## src/rtl/player_direction_ctrl_if.sv

```systemverilog
// Per-player direction request/response bundle for player_direction_ctrl.
// Lane p of each vector belongs to player p (2 bits per player for directions).
interface player_direction_ctrl_if #(
  parameter int NUM_PLAYERS = 2
);
  logic [2*NUM_PLAYERS-1:0] dir_req;
  logic [NUM_PLAYERS-1:0]   dir_req_valid;
  logic [2*NUM_PLAYERS-1:0] dir_cur;
  logic [NUM_PLAYERS-1:0]   turned;
  logic [NUM_PLAYERS-1:0]   rejected;
  logic [NUM_PLAYERS-1:0]   q_full;

  modport master (
    output dir_req, dir_req_valid,
    input  dir_cur, turned, rejected, q_full
  );

  modport slave (
    input  dir_req, dir_req_valid,
    output dir_cur, turned, rejected, q_full
  );
endinterface

```

## src/rtl/player_direction_ctrl.sv

```systemverilog
// Per-player turn queue: buffers legal direction requests and applies one per tick.
// Requests equal to or opposite the most recent direction (queued or current) are refused.
module player_direction_ctrl #(
  parameter int                       NUM_PLAYERS = 2,
  parameter int                       QDEPTH      = 2,
  parameter logic [2*NUM_PLAYERS-1:0] INIT_DIRS   = {2'b00, 2'b11}
) (
  input  logic                 clk,
  input  logic                 resetn,
  input  logic                 tick,
  input  logic                 freeze,
  input  logic                 clear,
  player_direction_ctrl_if.slave bus
);

  localparam logic [2:0] DEPTH = 3'(QDEPTH);

  logic active;
  assign active = !freeze && !clear;

  for (genvar p = 0; p < NUM_PLAYERS; p++) begin : g_player
    logic [1:0] q   [QDEPTH];
    logic [1:0] q_n [QDEPTH];
    logic [2:0] cnt, cnt_n;
    logic [1:0] dir, req, tref;
    logic       req_hit, bad, pop, push;
    logic       turned_r, rejected_r;

    assign req = bus.dir_req[2*p +: 2];

    always_comb begin
      // Reference direction uses pre-edge state, so a head being popped still counts.
      tref = dir;
      for (int unsigned i = 0; i < QDEPTH; i++) begin
        if (3'(i) + 3'd1 == cnt) tref = q[i];
      end
      req_hit = active && bus.dir_req_valid[p];
      bad     = (req == tref) || (req == ~tref);
      pop     = active && tick && (cnt != '0);
      push    = req_hit && !bad && ((cnt < DEPTH) || pop);

      cnt_n = cnt;
      for (int unsigned i = 0; i < QDEPTH; i++) q_n[i] = q[i];
      if (pop) begin
        for (int unsigned i = 0; i + 1 < QDEPTH; i++) q_n[i] = q[i+1];
        cnt_n = cnt - 3'd1;
      end
      if (push) begin
        for (int unsigned i = 0; i < QDEPTH; i++) begin
          if (3'(i) == cnt_n) q_n[i] = req;
        end
        cnt_n = cnt_n + 3'd1;
      end
    end

    always_ff @(posedge clk or negedge resetn) begin
      if (!resetn) begin
        cnt        <= '0;
        dir        <= INIT_DIRS[2*p +: 2];
        turned_r   <= 1'b0;
        rejected_r <= 1'b0;
        for (int unsigned i = 0; i < QDEPTH; i++) q[i] <= '0;
      end else if (clear) begin
        cnt        <= '0;
        dir        <= INIT_DIRS[2*p +: 2];
        turned_r   <= 1'b0;
        rejected_r <= 1'b0;
      end else begin
        cnt        <= cnt_n;
        for (int unsigned i = 0; i < QDEPTH; i++) q[i] <= q_n[i];
        // Head is read pre-edge: an entry pushed this cycle can never be popped this cycle.
        if (pop) dir <= q[0];
        turned_r   <= pop;
        rejected_r <= req_hit && !push;
      end
    end

    assign bus.dir_cur[2*p +: 2] = dir;
    assign bus.turned[p]         = turned_r;
    assign bus.rejected[p]       = rejected_r;
    assign bus.q_full[p]         = (cnt == DEPTH);
  end

endmodule

```

## src/flat_wrapper.sv

```systemverilog
// flat-port wrapper written by rule: the top's interface ports become plain ports
module player_direction_ctrl_flat 
#(
  parameter int                       NUM_PLAYERS = 2,
  parameter int                       QDEPTH      = 2,
  parameter logic [2*NUM_PLAYERS-1:0] INIT_DIRS   = {2'b00, 2'b11}
)
  (clk, resetn, tick, freeze, clear, bus_dir_req, bus_dir_req_valid, bus_dir_cur, bus_turned, bus_rejected, bus_q_full);
  player_direction_ctrl_if #(.NUM_PLAYERS(NUM_PLAYERS)) bus_i ();
  input  logic clk;
  input  logic resetn;
  input  logic tick;
  input  logic freeze;
  input  logic clear;
  input wire logic [$bits(bus_i.dir_req)-1:0] bus_dir_req;
  input wire logic [$bits(bus_i.dir_req_valid)-1:0] bus_dir_req_valid;
  output wire logic [$bits(bus_i.dir_cur)-1:0] bus_dir_cur;
  output wire logic [$bits(bus_i.turned)-1:0] bus_turned;
  output wire logic [$bits(bus_i.rejected)-1:0] bus_rejected;
  output wire logic [$bits(bus_i.q_full)-1:0] bus_q_full;
  assign bus_i.dir_req = bus_dir_req;
  assign bus_i.dir_req_valid = bus_dir_req_valid;
  assign bus_dir_cur = bus_i.dir_cur;
  assign bus_turned = bus_i.turned;
  assign bus_rejected = bus_i.rejected;
  assign bus_q_full = bus_i.q_full;
  player_direction_ctrl #(.NUM_PLAYERS(NUM_PLAYERS), .QDEPTH(QDEPTH), .INIT_DIRS(INIT_DIRS)) u_core (.clk(clk), .resetn(resetn), .tick(tick), .freeze(freeze), .clear(clear), .bus(bus_i));
endmodule
```

## config.mk

```make
export PLATFORM = sky130hd
export DESIGN_NAME = player_direction_ctrl_flat
export DESIGN_NICKNAME = d
export VERILOG_FILES = /design/src/rtl/player_direction_ctrl_if.sv /design/src/rtl/player_direction_ctrl.sv /design/src/flat_wrapper.sv
export SDC_FILE = /design/constraint.sdc
export NUM_CORES = 1
export LEC_CHECK = 0
export ABC_AREA = 1
export CORE_MARGIN = 2
export CORE_UTILIZATION = 45
export CTS_CLUSTER_DIAMETER = 120
export DETAILED_ROUTE_END_ITERATION = 7
export GPL_TIMING_DRIVEN = 0
export PLACE_DENSITY = 0.68
export SETUP_SLACK_MARGIN = 0.3
export SYNTH_ARGS = -nofsm -noshare
export SYNTH_HDL_FRONTEND = slang
export SYNTH_SLANG_ARGS = --single-unit
```

## constraint.sdc

```tcl
create_clock -name clk -period 2.5 [get_ports clk]
set_clock_uncertainty 0.05 [all_clocks]
set_input_delay 0.5 -clock clk [delete_from_list [all_inputs] [get_ports clk]]
set_output_delay 0.5 -clock clk [all_outputs]
set_load 0.01 [all_outputs]
```

### Signal wires on met1, run 1

The bar under the picture is 20 microns long. Supply wires on this layer in grey.
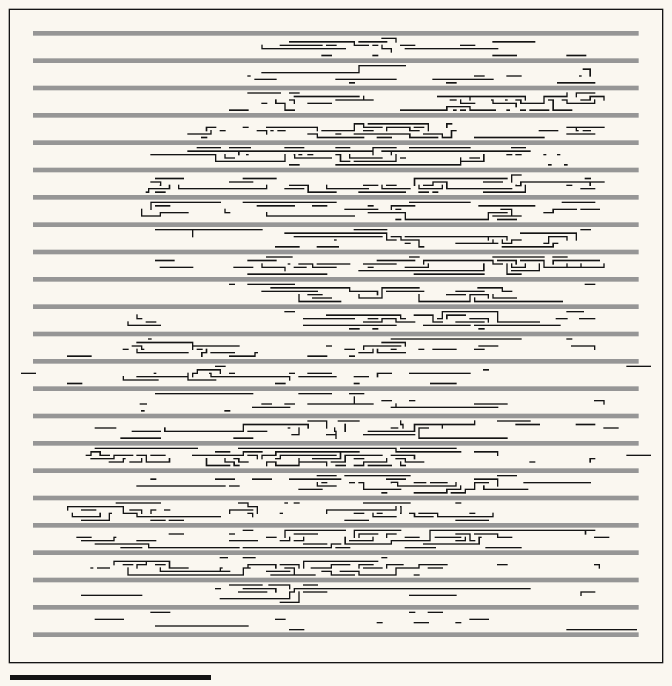
The wires run mostly horizontal. The layer carries 1650 microns of wire.

### The metal 2 layer, run 1

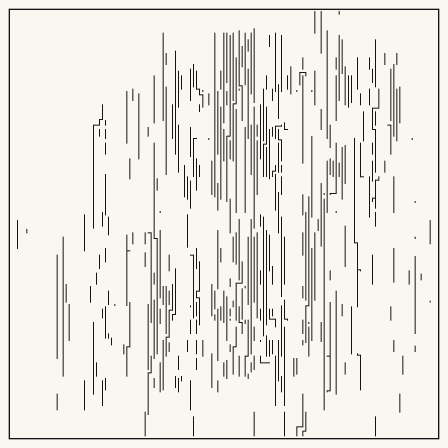
217 nets have wire on it. The wires run mostly vertical. The longest straight run is 32.0 microns. The layer carries 1690 microns of wire.
DR vias: 1530
Total Wirelength: 3.58 mm

==> results.yml, run 1 <==
# implementation run metrics
run_status:
  status: "finished clean"
power:
  clk-power_uw: 337
  p_seq_frac: 0.363
  top_power_group: "combinational cells"
clock_tree:
  postCtsSetupRepairBufs: 5
drt:
  drt_iter0_drc: 63
  wl_met1_mm: 1.65
  antenna_left: 0
final_timing:
  fin_ws_ns: 0.457
  hold_viol_final: 0
setup_path:
  critPathTopFamily: "simple AND/OR/NAND/NOR gates"
  cp.arrival_ns: 2.15
  ff2ff_path_depth: 13
  cp_max_fo: 5
global_route:
  grt_busiest_layer: "met2"
  grt.overflow.total: 0
floorplan:
  die_h_microns: 64.9
finish:
  largest_reg_flops: 8
yosys:
  ys_sh_adder: 0.105
  edf_count: 0
  synth_top_flop_cell: "dfrtp_1"
  simple_gate_area_frac: 0.314
  synth_cell_types: 26
min_path:
  holdCritPathClass: "reg -> reg"
placement:
  gp_congestion: 0.827
### Met3 routing, run 1

The bar under the picture is 20 microns long. Cells faint in the background.
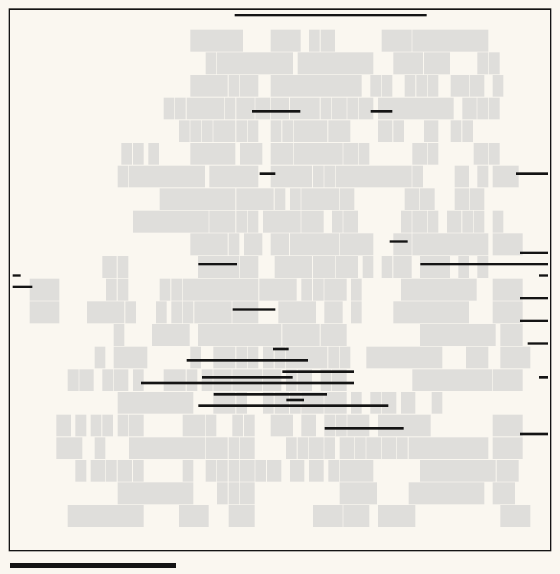
The wires run mostly horizontal. 23 nets have wire on it. The layer carries 188 microns of wire. The layer holds 5.2% of the routed length.
M3 GR Usage: 0.0295

### Clock nets, run 1

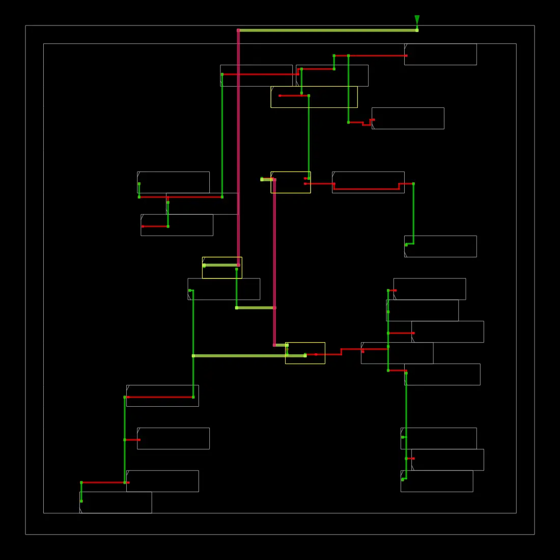

--- run 2 (diff from run 1) ---
Settings changed: PLACE_DENSITY 0.68 to 0.71.
Clock period 2.5 ns to 1.8 ns, I/O delays scaled along.
### Clock nets, run 2

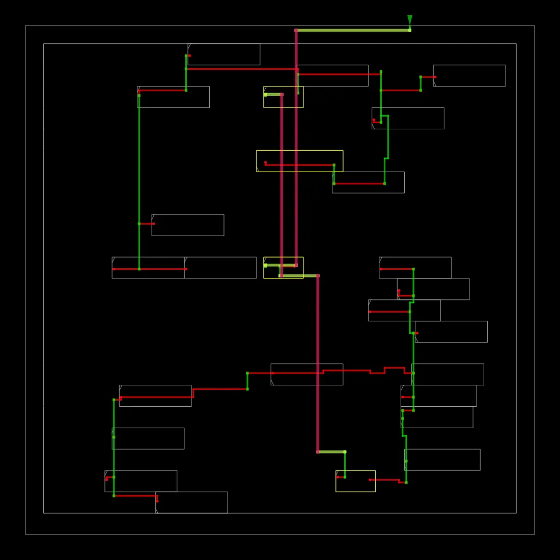
CTS Buf Count: 3
clk_buf instances: 3

==> run 2 against run 1 <==
Effect of this change: critical path depth did not move; final cell count increased by 4.7%; non-clock buffer count grew 15; total power increased by 67%; worst hold slack worse by 0.0072 ns; utilization rose by 14 points; the run now ends with negative setup slack left; via count grew 15%; cell area grew 24%; clock-buffer cell count unchanged; critical path type is now reg -> reg; sequential share of layout area down 4.9 points; area after synthesis unchanged; register-to-register slack got worse by 0.76 ns.
==> results.yml, run 2 <==
# implementation run metrics
run_status:
  status: "finished with violations"
  violations: "negative setup slack"
clock_tree:
  postCtsSetupRepairBufs: 22
yosys:
  simple_gate_area_frac: 0.314
  ys_sh_adder: 0.105
  synth_cell_types: 26
power:
  clk-power_uw: 484
  p_seq_frac: 0.305
min_path:
  holdCritPathClass: "reg -> reg"
floorplan:
  die_h_microns: 64.9
final_timing:
  final-setup-viol-count: 15
  fin_ws_ns: -0.304
  hold_viol_final: 0
  slew_headroom: 0.292
global_route:
  grt.overflow.total: 0
  use_met3: 0.0226
  grt_busiest_layer: "met2"
setup_path:
  cp.arrival_ns: 2.23
  cp_max_fo: 4
  critPathTopFamily: "simple AND/OR/NAND/NOR gates"
finish:
  largest_reg_flops: 8
### Signal wires on met1, run 2

The bar under the picture is 20 microns long. Supply wires on this layer in grey.
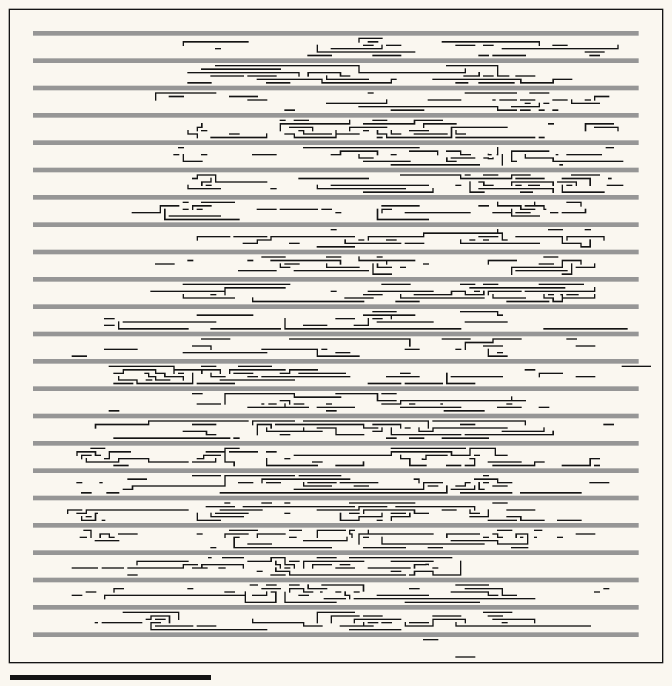
The wires run mostly horizontal. The layer carries 1990 microns of wire. 270 nets have wire on it.
Total Wirelength: 5.10 mm
DR vias: 1759
met1 Usage GRT: 0.300

### The metal 2 layer, run 2

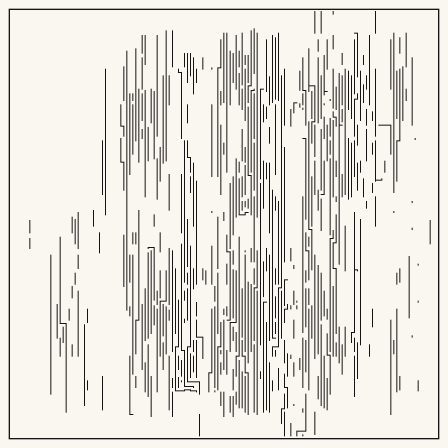

--- run 3 (diff from run 2) ---
Settings changed: REMOVE_ABC_BUFFERS from default to 1.
### The metal 2 layer, run 3

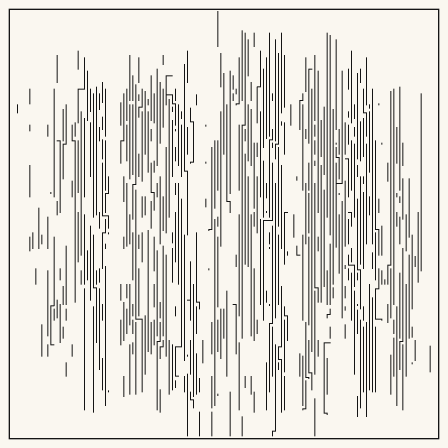
The layer holds 54% of the routed length. The longest straight run is 39.8 microns.

### Clock nets, run 3

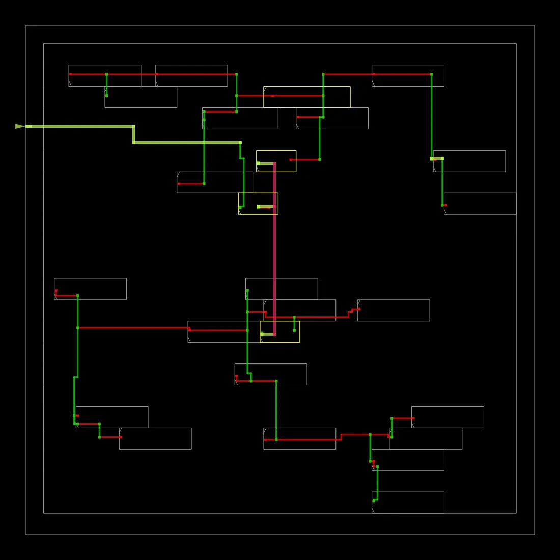
# clock sinks: 22
clk_lat worst skew: 0.27 ns
clock network power: 472 uW
FFs & Latches: 22

==> run 3 against run 2 <==
Effect of this change: the run still ends with negative setup slack left; non-clock buffer count increased by 9; cell area increased by 7.2%; sequential share of layout area decreased by 1.4 points; global-route usage fell by 0.11 points; combinational power up about 10%; first-iteration DRC count fell by 14%; clock-buffer cell count is the same; flip-flop count did not move; largest power group unchanged; highest routed layer unchanged.
==> results.yml, run 3 <==
# implementation run metrics
run_status:
  status: "finished with violations"
  violations: "negative setup slack"
setup_path:
  cp.arrival_ns: 2.32
  critPathTopFamily: "simple AND/OR/NAND/NOR gates"
  cp_max_fo: 5
global_route:
  track_usage: 0.230
  grt.overflow.total: 0
  use_met3: 0.0313
  grtUsageMet1: 0.245
  grt_busiest_layer: "met2"
min_path:
  holdCritPathClass: "in -> async"
final_timing:
  final-setup-viol-count: 13
  slew_headroom: 0.257
  hold_viol_final: 0
  slew_violations: 0
  fin_ws_ns: -0.359
  tightest_slew_ns: 1.11
power:
  p_sw_uw: 919
  p_seq_frac: 0.289
  pwr-share-clk: 0.206
finish:
  clkbuf_count: 3
  seq-cell-share: 0.191
drt:
  met2_length_mm: 3.13
  drt_iter0_drc: 144
  finalWirelength_mm: 5.77
  vias: 1822
yosys:
  yosys_warnings: 0
  simple_gate_area_frac: 0.314
  yosysSeqAreaShare: 0.332
  ys_sh_adder: 0.105
clock_tree:
  cts_made_buffers: 3
  postCtsSetupRepairBufs: 26
floorplan:
  die_area_sq_um: 4210
  die_h_microns: 64.9
No activity file was given, so power comes from the tool's default toggle rates.
